==> src/rtl/life_respawn_controller.sv <==
// Death / respawn / invincibility sequencer for the player, timed in video frames.
// Optional macro EXTRA_LIFE_EN lets one_up give back a life in ALIVE or INVULN.
module life_respawn_controller #(
  parameter int DEATH_FRAMES  = 90,
  parameter int INVULN_FRAMES = 120,
  parameter int CNT_W         = 8,
  parameter int BLINK_BIT     = 2
) (
  input  logic       clk,
  input  logic       reset,
  input  logic       frame_tick,
  input  logic [1:0] state_in,
  input  logic       hit,
  input  logic       fall,
  input  logic       one_up,
  output logic [1:0] lives,
  output logic       freeze,
  output logic       respawn_req,
  output logic       invincible,
  output logic       blink,
  output logic       death_pulse
);

  typedef enum logic [2:0] {
    S_IDLE    = 3'd0,
    S_ALIVE   = 3'd1,
    S_DYING   = 3'd2,
    S_RESPAWN = 3'd3,
    S_INVULN  = 3'd4,
    S_DEAD    = 3'd5
  } state_t;

  state_t           r_state, w_state_nxt;
  logic [CNT_W-1:0] r_cnt, w_cnt_nxt;
  logic [1:0]       r_lives, w_lives_nxt;
  logic             r_freeze, r_respawn_req, r_invincible, r_blink, r_death_pulse;
  logic             w_freeze_nxt, w_respawn_nxt, w_invincible_nxt, w_blink_nxt;
  logic             w_in_game, w_kill;

  assign w_in_game = (state_in == 2'd1);
  assign w_kill    = w_in_game &&
                     (((r_state == S_ALIVE) && (hit || fall)) ||
                      ((r_state == S_INVULN) && fall));

`ifdef EXTRA_LIFE_EN
  logic w_one_up_dec;
  assign w_one_up_dec = one_up && !w_kill && (r_lives != 2'd0) &&
                        ((r_state == S_ALIVE) || (r_state == S_INVULN));
`else
  logic w_unused_one_up;
  assign w_unused_one_up = one_up;
`endif

  // Next-state, frame counter and lives bookkeeping.
  always_comb begin
    w_state_nxt = r_state;
    w_cnt_nxt   = r_cnt;
    w_lives_nxt = r_lives;
    if (!w_in_game) begin
      w_state_nxt = S_IDLE;
      w_cnt_nxt   = {CNT_W{1'b0}};
      if ((r_state == S_IDLE) && (state_in == 2'd0)) begin
        w_lives_nxt = 2'd0;
      end else begin
        w_lives_nxt = r_lives;
      end
    end else if (w_kill) begin
      w_state_nxt = S_DYING;
      w_cnt_nxt   = CNT_W'(DEATH_FRAMES);
      if (r_lives != 2'd3) begin
        w_lives_nxt = r_lives + 2'd1;
      end else begin
        w_lives_nxt = r_lives;
      end
    end else begin
`ifdef EXTRA_LIFE_EN
      if (w_one_up_dec) begin
        w_lives_nxt = r_lives - 2'd1;
      end else begin
        w_lives_nxt = r_lives;
      end
`endif
      case (r_state)
        S_IDLE:    w_state_nxt = S_ALIVE;
        S_ALIVE:   w_state_nxt = S_ALIVE;
        S_DYING: begin
          if (frame_tick && (r_cnt == {CNT_W{1'b0}})) begin
            w_state_nxt = (r_lives == 2'd3) ? S_DEAD : S_RESPAWN;
          end else if (frame_tick) begin
            w_cnt_nxt = r_cnt - {{(CNT_W-1){1'b0}}, 1'b1};
          end else begin
            w_cnt_nxt = r_cnt;
          end
        end
        S_RESPAWN: begin
          w_state_nxt = S_INVULN;
          w_cnt_nxt   = CNT_W'(INVULN_FRAMES);
        end
        S_INVULN: begin
          if (frame_tick && (r_cnt == {CNT_W{1'b0}})) begin
            w_state_nxt = S_ALIVE;
          end else if (frame_tick) begin
            w_cnt_nxt = r_cnt - {{(CNT_W-1){1'b0}}, 1'b1};
          end else begin
            w_cnt_nxt = r_cnt;
          end
        end
        S_DEAD:    w_state_nxt = S_DEAD;
        default: begin
          w_state_nxt = S_IDLE;
          w_cnt_nxt   = {CNT_W{1'b0}};
        end
      endcase
    end
  end

  // Outputs are decoded from the next state so they line up with the registered state.
  always_comb begin
    w_freeze_nxt     = (w_state_nxt == S_DYING) || (w_state_nxt == S_RESPAWN) ||
                       (w_state_nxt == S_DEAD);
    w_respawn_nxt    = (w_state_nxt == S_RESPAWN);
    w_invincible_nxt = (w_state_nxt == S_INVULN);
    w_blink_nxt      = (w_state_nxt == S_INVULN) && w_cnt_nxt[BLINK_BIT];
  end

  // State, counter, lives and registered outputs.
  always_ff @(posedge clk or posedge reset) begin
    if (reset) begin
      r_state       <= S_IDLE;
      r_cnt         <= {CNT_W{1'b0}};
      r_lives       <= 2'd0;
      r_freeze      <= 1'b0;
      r_respawn_req <= 1'b0;
      r_invincible  <= 1'b0;
      r_blink       <= 1'b0;
      r_death_pulse <= 1'b0;
    end else begin
      r_state       <= w_state_nxt;
      r_cnt         <= w_cnt_nxt;
      r_lives       <= w_lives_nxt;
      r_freeze      <= w_freeze_nxt;
      r_respawn_req <= w_respawn_nxt;
      r_invincible  <= w_invincible_nxt;
      r_blink       <= w_blink_nxt;
      r_death_pulse <= w_kill;
    end
  end

  assign lives       = r_lives;
  assign freeze      = r_freeze;
  assign respawn_req = r_respawn_req;
  assign invincible  = r_invincible;
  assign blink       = r_blink;
  assign death_pulse = r_death_pulse;

endmodule

==> config.mk <==
export PLATFORM = sky130hd
export DESIGN_NAME = life_respawn_controller
export DESIGN_NICKNAME = d
export VERILOG_FILES = /design/src/rtl/life_respawn_controller.sv
export SDC_FILE = /design/constraint.sdc
export NUM_CORES = 1
export LEC_CHECK = 0
export CORE_MARGIN = 1
export CORE_UTILIZATION = 57
export DETAILED_ROUTE_END_ITERATION = 8
export GPL_ROUTABILITY_DRIVEN = 0
export HOLD_SLACK_MARGIN = 0.02
export PLACE_DENSITY = 0.9
export SYNTH_ARGS = -nofsm -noshare
export SYNTH_HDL_FRONTEND = slang
export SYNTH_SLANG_ARGS = --single-unit
export TNS_END_PERCENT = 30
==> constraint.sdc <==
create_clock -name clk -period 3.42 [get_ports clk]
set_input_delay 0.684 -clock clk [delete_from_list [all_inputs] [get_ports clk]]
set_output_delay 0.684 -clock clk [all_outputs]
set_load 0.05 [all_outputs]
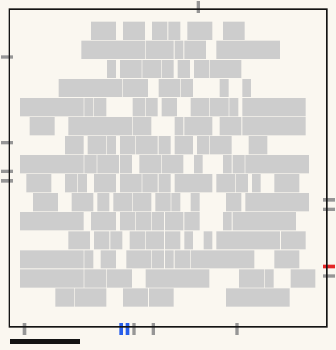
**Above:** run 1 (I/O pins on the die edge).
Bar = 10 um. Pins as bars across the die edge, other pins in grey.
[`reset`] red | pins: 1 | direction: input | edge: right
[`lives`] blue | pins: 2 | direction: output | edge: bottom
all pins by edge: 6 bottom, 4 right, 4 left, 1 top

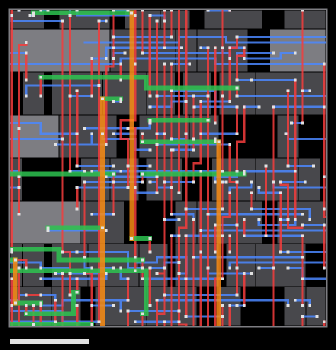
**Above:** run 1 (zoomed window).
Bar = 5 um. Window x 13 to 33, y 22 to 42 um. Cells in grey, sequential cells in the stronger grey; small squares are vias.
[M4] orange
[M2] red
[M3] green
[M1] blue
sequential cells in the window: 1
most frequent: nor3_1 (5), nor2_1 (4)
cells with their middle in the window: 39
netlist names of flops here include: `r_cnt` (1)

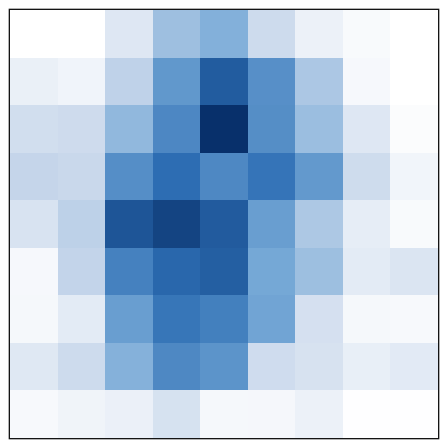
**Above:** run 1 (routed metal per tile).
The die is cut into 9 by 9 equal tiles; white is low, dark blue is high, scaled to the fullest tile. Values are wire area over tile area, all layers added.
mean over tiles: 0.19
densest ninth of the die: middle
emptiest ninth of the die: bottom right
Tot GR Track Use: 0.249
via count: 939

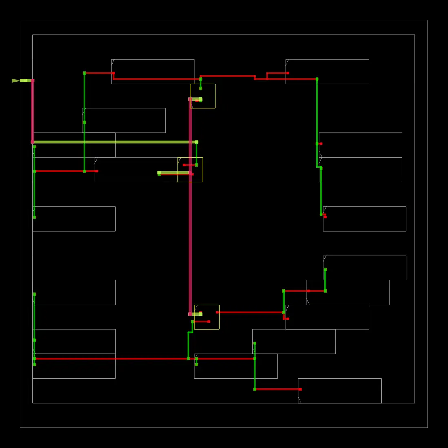
**Above:** run 1 (clock wiring as the flow saved it).
clk_skew: 0.636 ps
layout clock buffer count: 3
Num CTS Buffers: 3
clk pwr: 0.000104 W
Sink Count: 18

==> job_summary.md, run 1 <==
## Implementation flow summary

| Metric | Value |
|---|---|
| YS chip area | 0.00106 sq mm |
| Worst-case clock buffer depth | 2 |
| Syn Nets | 123 |
| Ys cells | 113 |
| Critical Path Fanout Max | 7 |
| Die span in x | 45.1 um |
| First-pass GRT wire length | 3.59 mm |
| Worst Setup End Kind | flop |
| Reg2reg setup slack | 1280 ps |
| Worst path required time | 3600 ps |
| Final nets | 135 |
| Drt first pass iters | 4 |
| Worst hold margin | 552 ps |
| Pwr/cell area | 426 mW/mm^2 |
| Routed vias/inst | 6.34 |
| Tool Warnings | 27 |
| Register share after synthesis | 0.425 |
| Initial antenna violation count | 0 |
| Peak supply drop | 0.402 mV |
| Fin. max-slew vios | 0 |
| Synth area leader | dfrtp_1 |
| Pin count of the biggest net entering global routing | 21 |
| Hold-fix buffers, CTS | 0 |
| Area growth syn-to-layout | 14.4% |
| Final worst setup slack | 975 ps |
| Flops after synth | 18 |
| Aggregate global routing overflow | 0 |
| Core ar. | 0.00173 sq mm |
| Max-area cell share | 0.425 |
| Status | complete, no violations |
| Chip area | 0.00204 sq mm |
| Layout cells sized above 1 | 0.0813 |
| ANT cells | 0 |
| Latency at later pin | 290 ps |
| Leakage | 0.523 nW |
## run 1: layout by cell type (no fill, tap or decap), drive strengths merged, types with 2 or more instances in the layout
cell / count
nand2b: 2
clkdlybuf4s50: 13
nor3: 9
or3: 2
ha: 2
nand2: 4
inv: 6
nor2: 10
a21oi: 6
a32o: 2
or2: 3
a22o: 4
a21o: 2
o21ai: 3
nor4: 3
xnor2: 4
clkbuf: 3
o31a: 2
or3b: 2
o31ai: 3
dfrtp: 18
nor2b: 4
or4: 2
## run 1: power by group
| group | switching, W | internal, W |
|---|---|---|
| registers | 0.0000168 | 0.000228 |
| logic | 0.000103 | 0.0000650 |
| clock network | 0.0000628 | 0.0000410 |
| total | 0.000183 | 0.000334 |
## run 1: layer usage
metal / vias up / global-route usage / routed length (um)
li1: 444 / - / -
met1: 425 / 0.330 / 947
met2: 59 / 0.403 / 1060
met3: 11 / 0.0280 / 216
met4: 0 / 0.121 / 59
met5: - / 0 / 0
## run 1: area by class of cell
type | instances | share of cell area
sequential | 18 | 0.371
multi-input combinational | 83 | 0.459
inverter | 6 | 0.0186
tap | 25 | 0.0258
clock buffer | 3 | 0.0186
timing repair buffer | 13 | 0.107
## run 1: sequential cells by signal (all words and copies together) (netlist names)
signal / cells
r_cnt: 8
respawn_req: 1
freeze: 1
invincible: 1
blink: 1
lives: 2
death_pulse: 1
r_state: 3
## run 1: cell families after synthesis
logic type | synth area share
flip-flops | 0.425
XOR/XNOR | 0.0330
AND/OR/NAND/NOR | 0.229
buffers and inverters | 0.0507
adder cells (fa/ha/maj) | 0.0236
AND-OR/OR-AND | 0.239
## run 1: critical path, cell delays in order
cell             delay [ps]
clkdlybuf4s50_1         590
nand2b_1                280
a21oi_1                 140
o21ai_1                 320
nor2b_1                 150
a2111o_1                440
## run 1: path summary, 6_finish.rpt
| path | startpoint | endpoint | depth (start not counted) |
|---|---|---|---|
| hold reg to reg | lives[1] | lives[1] | 1 |
| max in group asynchronous | reset | r_cnt[6] | 2 |
| setup / recovery | state_in[1] | r_cnt[3] | 6 |
| hold / removal | lives[1] | lives[1] | 1 |
| min in group asynchronous | reset | death_pulse | 2 |
| setup reg to reg | r_cnt[0] | r_cnt[6] | 6 |
## run 1: stage by stage
stage	cell area [sq um]	cells
floorplan	1060	113
global route	1210	148
global placement	1190	145
detailed placement	1190	145
finish	1210	148
CTS	1210	148
==> run 1 -> run 2 <==
--- a/config.mk
+++ b/config.mk
@@ -6,11 +6,11 @@
 export NUM_CORES = 1
 export LEC_CHECK = 0
 export CORE_MARGIN = 1
-export CORE_UTILIZATION = 57
+export CORE_UTILIZATION = 53
 export DETAILED_ROUTE_END_ITERATION = 8
 export GPL_ROUTABILITY_DRIVEN = 0
 export HOLD_SLACK_MARGIN = 0.02
-export PLACE_DENSITY = 0.9
+export PLACE_DENSITY = 0.85
 export SYNTH_ARGS = -nofsm -noshare
 export SYNTH_HDL_FRONTEND = slang
 export SYNTH_SLANG_ARGS = --single-unit
==> constraint.sdc (replaced) <==
create_clock -name clk -period 2.3 [get_ports clk]
set_input_delay 0.46 -clock clk [delete_from_list [all_inputs] [get_ports clk]]
set_output_delay 0.46 -clock clk [all_outputs]
set_load 0.05 [all_outputs]
==> job_summary.md, run 2 <==
## Implementation flow summary

| Metric | Value |
|---|---|
| Status | complete, no violations (unchanged) |
| CP Buf/Inv Count | 1 (unchanged) |
| Top cells excl fill/tap | 18 x dfrtp_1, 13 x clkdlybuf4s50_1, 10 x nor2_1 (unchanged) |
| Tot GR Track Use | 0.270 (was 0.249) |
| Num CTS Buffers | 3 (unchanged) |
| CP max stage delay | 450 ps (was 590 ps) |
| Clk_skew | 0.875 ps (was 0.636 ps) |
| Final nets | 141 (was 135) |
| Die span in x | 46.7 um (was 45.1 um) |
| Max-area cell share | 0.425 (unchanged) |
| Via count | 968 (was 939) |
| Chip area | 0.00218 sq mm (was 0.00204 sq mm) |
| Pwr/cell area | 645 mW/mm^2 (was 426 mW/mm^2) |
| Area growth syn-to-layout | 19.9% (was 14.4%) |
| Drt first pass iters | 4 (unchanged) |
| Largest delay contributor family on the critical path | simple AND/OR/NAND/NOR gates (was AND-OR/OR-AND gates) |
| Tool Warnings | 27 (unchanged) |
| R2r worst-path depth | 6 (unchanged) |
| Largest register FFs | 8 (unchanged) |
| Worst-case clock buffer depth | 2 (unchanged) |
| Leakage | 0.559 nW (was 0.523 nW) |
| Worst path required time | 2500 ps (was 3600 ps) |
| Final Cell Area | 0.00127 sq mm (was 0.00121 sq mm) |
| Slowest stage cell, crit path | or3b_1 (was clkdlybuf4s50_1) |
| ANT cells | 0 (unchanged) |
| Fin. max-slew vios | 0 (unchanged) |
==> run 2: path summary, 6_finish.rpt <==
check	endpoint	start	slack, ps
min reg2reg	r_cnt[1]	r_cnt[1]	560
min in group clk	r_cnt[1]	r_cnt[1]	560
max in group asynchronous	invincible	reset	1340
max reg2reg	r_cnt[6]	r_cnt[0]	180
max	r_cnt[6]	r_cnt[0]	180
min	lives[1]	reset	540
==> run 2: worst reg2reg max path, delay by kind of cell (launching register included) <==
kind / cells / cell delay [ps]
compound gates: 2 / 520
buf+inv: 1 / 100
fa+ha+maj: 1 / 170
simple gates: 2 / 800
flops: 1 / 420
==> run 2: report_power, final <==
part | internal (W) | leakage (nW) | total (W) | switching [W]
logic | 0.000103 | 0.292 | 0.000256 | 0.000153
registers | 0.000339 | 0.246 | 0.000365 | 0.0000260
clock network | 0.0000967 | 0.0210 | 0.000201 | 0.000104
total | 0.000539 | 0.559 | 0.000821 | 0.000282
==> run 2: per-stage QoR <==
step	std cells	hold WS, ps	util	setup WS, ps
CTS	155	558	0.706	200
detailed placement	151	532	0.686	65.0
global route	155	579	0.706	83.3
floorplan	113	399	-	326
finish	155	542	0.706	184
global placement	151	530	0.686	105
==> run 2: layout make-up <==
class / instances / area (sq um)
Sequential cell: 18 / 450
Clock buffer: 4 / 36.3
Inverter: 6 / 22.5
Tap cell: 25 / 31.3
Multi-Input combinational cell: 83 / 557
Timing Repair Buffer: 19 / 175
Fill cell: 144 / 529
==> run 2: logic make-up (layout without fill, tap and decap cells) <==
kind of cell / after synthesis / after routing / share of synthesized area
and+or+nand+nor: 44 / 44 / 0.229
AOI/OAI and AO/OA: 33 / 33 / 0.239
DFF: 18 / 18 / 0.425
buffers and inverters: 12 / 29 / 0.0507
xor gates and xnor gates: 4 / 4 / 0.0330
adders and majority gates: 2 / 2 / 0.0236
==> run 2: metal layers <==
metal | wire [um] | up-vias | track usage
met5 | 0 | - | 0
met1 | 1030 | 467 | 0.333
met2 | 1240 | 37 | 0.456
li1 | - | 458 | -
met3 | 108 | 6 | 0.0500
met4 | 46 | 0 | 0.126
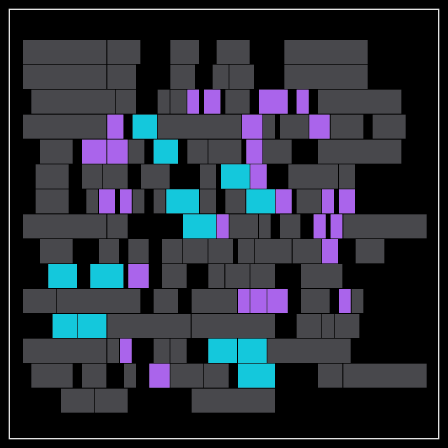
**Above:** run 2 (gate-type map).
[non-inverting ao/oa cells] cyan | cells: 13
[nor cells] purple | cells: 27

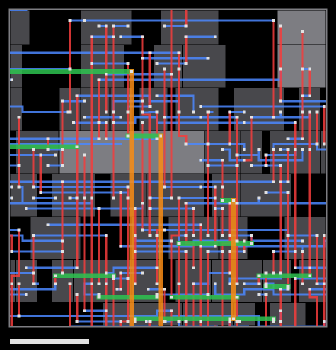
**Above:** run 2 (zoomed window).
Bar = 5 um. Window x 13 to 33, y 23 to 43 um. Cells in grey, sequential cells in the stronger grey; small squares are vias.
[M3] green
[M2] red
[M1] blue
[M4] orange
cells with their middle in the window: 40
netlist names of flops here include: `r_cnt` (1)
most frequent: nor3_1 (4)
sequential cells in the window: 1

==> run 2 -> run 3 <==
--- a/config.mk
+++ b/config.mk
@@ -10,7 +10,7 @@
 export DETAILED_ROUTE_END_ITERATION = 8
 export GPL_ROUTABILITY_DRIVEN = 0
 export HOLD_SLACK_MARGIN = 0.02
-export PLACE_DENSITY = 0.85
+export PLACE_DENSITY = 0.87
 export SYNTH_ARGS = -nofsm -noshare
 export SYNTH_HDL_FRONTEND = slang
 export SYNTH_SLANG_ARGS = --single-unit
==> job_summary.md, run 3 <==
## Implementation flow summary

| Metric | Value |
|---|---|
| Worst-case clock buffer depth | 2 (unchanged) |
| Tool Warnings | 27 (unchanged) |
| Syn Nets | 123 (unchanged) |
| Routed vias/inst | 6.07 (was 6.25) |
| P_sw | 0.000282 W (about the same) |
| WL met3 | 155 um (was 108 um) |
| Clk_skew | 2.26 ps (was 0.875 ps) |
| Synth area leader | dfrtp_1 (unchanged) |
| ANT cells | 0 (unchanged) |
| Post-placement worst setup slack | -5.62 ps (was 65.0 ps) |
| YS chip area | 0.00106 sq mm (unchanged) |
| Chip area | 0.00218 sq mm (unchanged) |
| Crit-path most repeated cell | a32o_1 (unchanged) |
| Max-area cell share | 0.425 (unchanged) |
| Tot GR Track Use | 0.264 (was 0.270) |
| Reg power frac | 0.443 (was 0.444) |
| Top cells excl fill/tap | 18 x dfrtp_1, 13 x clkdlybuf4s50_1, 10 x nor2_1 (unchanged) |
| Internal | 0.000536 W (was 0.000539 W) |
| DR WL met2 | 1.15 mm (was 1.24 mm) |
| Clock power frac | 0.244 (about the same) |
| First-pass GRT wire length | 3.95 mm (was 4.08 mm) |
| Final worst setup slack | 132 ps (was 184 ps) |
| Register share after synthesis | 0.425 (unchanged) |
| Die span in x | 46.7 um (unchanged) |
| Worst Setup End Kind | flop (unchanged) |
| Critical Path Fanout Max | 6 (unchanged) |
| Status | complete, no violations (unchanged) |
| Worst path required time | 2500 ps (about the same) |
| Initial antenna violation count | 0 (unchanged) |
-- run 3: path summary, 6_finish.rpt --
| check | slack [ps] | endpoint | startpoint |
|---|---|---|---|
| setup / recovery | 130 | r_cnt[6] | r_cnt[0] |
| hold / removal | 540 | lives[0] | reset |
| setup reg to reg | 130 | r_cnt[6] | r_cnt[0] |
| hold reg to reg | 560 | lives[1] | lives[1] |
| max in group asynchronous | 1340 | blink | reset |
| min in group clk | 560 | lives[1] | lives[1] |
-- run 3: power by group through the flow --
stage	clock network [W]	registers, W	logic [W]
after CTS	0.000204	0.000362	0.000256
after detailed placement	0	0.000369	0.000256
after global placement	0	0.000366	0.000245
final	0.000200	0.000363	0.000256
after floorplan	0	0.000426	0.000112
after global routing	0.000217	0.000367	0.000279
-- run 3: cell families (layout without fill, tap and decap cells) --
group	after synthesis	in the layout	share of synthesized area
XOR/XNOR	4	4	0.0330
AND-OR/OR-AND	33	33	0.239
buffers and inverters	12	28	0.0507
adder cells (fa/ha/maj)	2	2	0.0236
flip-flops	18	18	0.425
AND/OR/NAND/NOR	44	44	0.229
-- run 3: per-stage QoR --
stage	total power, W	utilization	area, sq um
final	0.000818	0.702	1260
after global routing	0.000864	0.702	1260
after CTS	0.000821	0.702	1260
after detailed placement	0.000624	0.682	1230
after global placement	0.000611	0.682	1230
after floorplan	0.000537	-	1060
-- run 3: final cells by class --
type | count | area [sq um] | area share
clock buffer | 4 | 36.3 | 0.0287
inverter | 6 | 22.5 | 0.0178
tap | 25 | 31.3 | 0.0247
multi-input combinational | 83 | 557 | 0.440
timing repair buffer | 18 | 168 | 0.133
sequential | 18 | 450 | 0.356
-- run 3: per-layer routing --
metal,up-vias,track usage
met5,-,0
met2,40,0.428
met3,11,0.0808
met4,0,0.109
li1,453,-
met1,431,0.329
-- run 3: critical path, delay by kind of cell (launching register included) --
kind                     cells  cell delay, ps
AND-OR/OR-AND                2             560
adder cells (fa/ha/maj)      1             170
buffers and inverters        1             100
flip-flops                   1             410
AND/OR/NAND/NOR              2             840
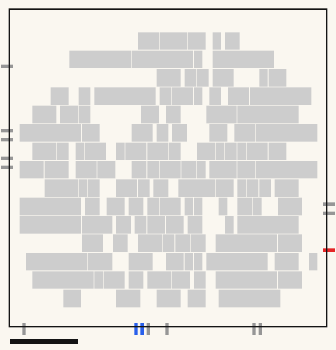
**Above:** run 3 (I/O pins on the die edge).
Bar = 10 um. Pins as bars across the die edge, other pins in grey.
[`lives`] blue | pins: 2 | direction: output | edge: bottom
[`reset`] red | pins: 1 | direction: input | edge: right
all pins by edge: 7 bottom, 5 left, 3 right

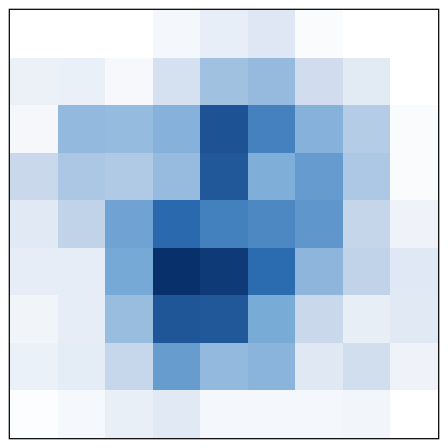
**Above:** run 3 (routed metal per tile).
The die is cut into 9 by 9 equal tiles; white is low, dark blue is high, scaled to the fullest tile. Values are wire area over tile area, all layers added.
nearly empty tiles: 9.9%
fullest tile: 0.63
densest ninth of the die: middle
tiles over half the peak: 20%
mean over tiles: 0.18

Power and IR drop assume default switching activity.
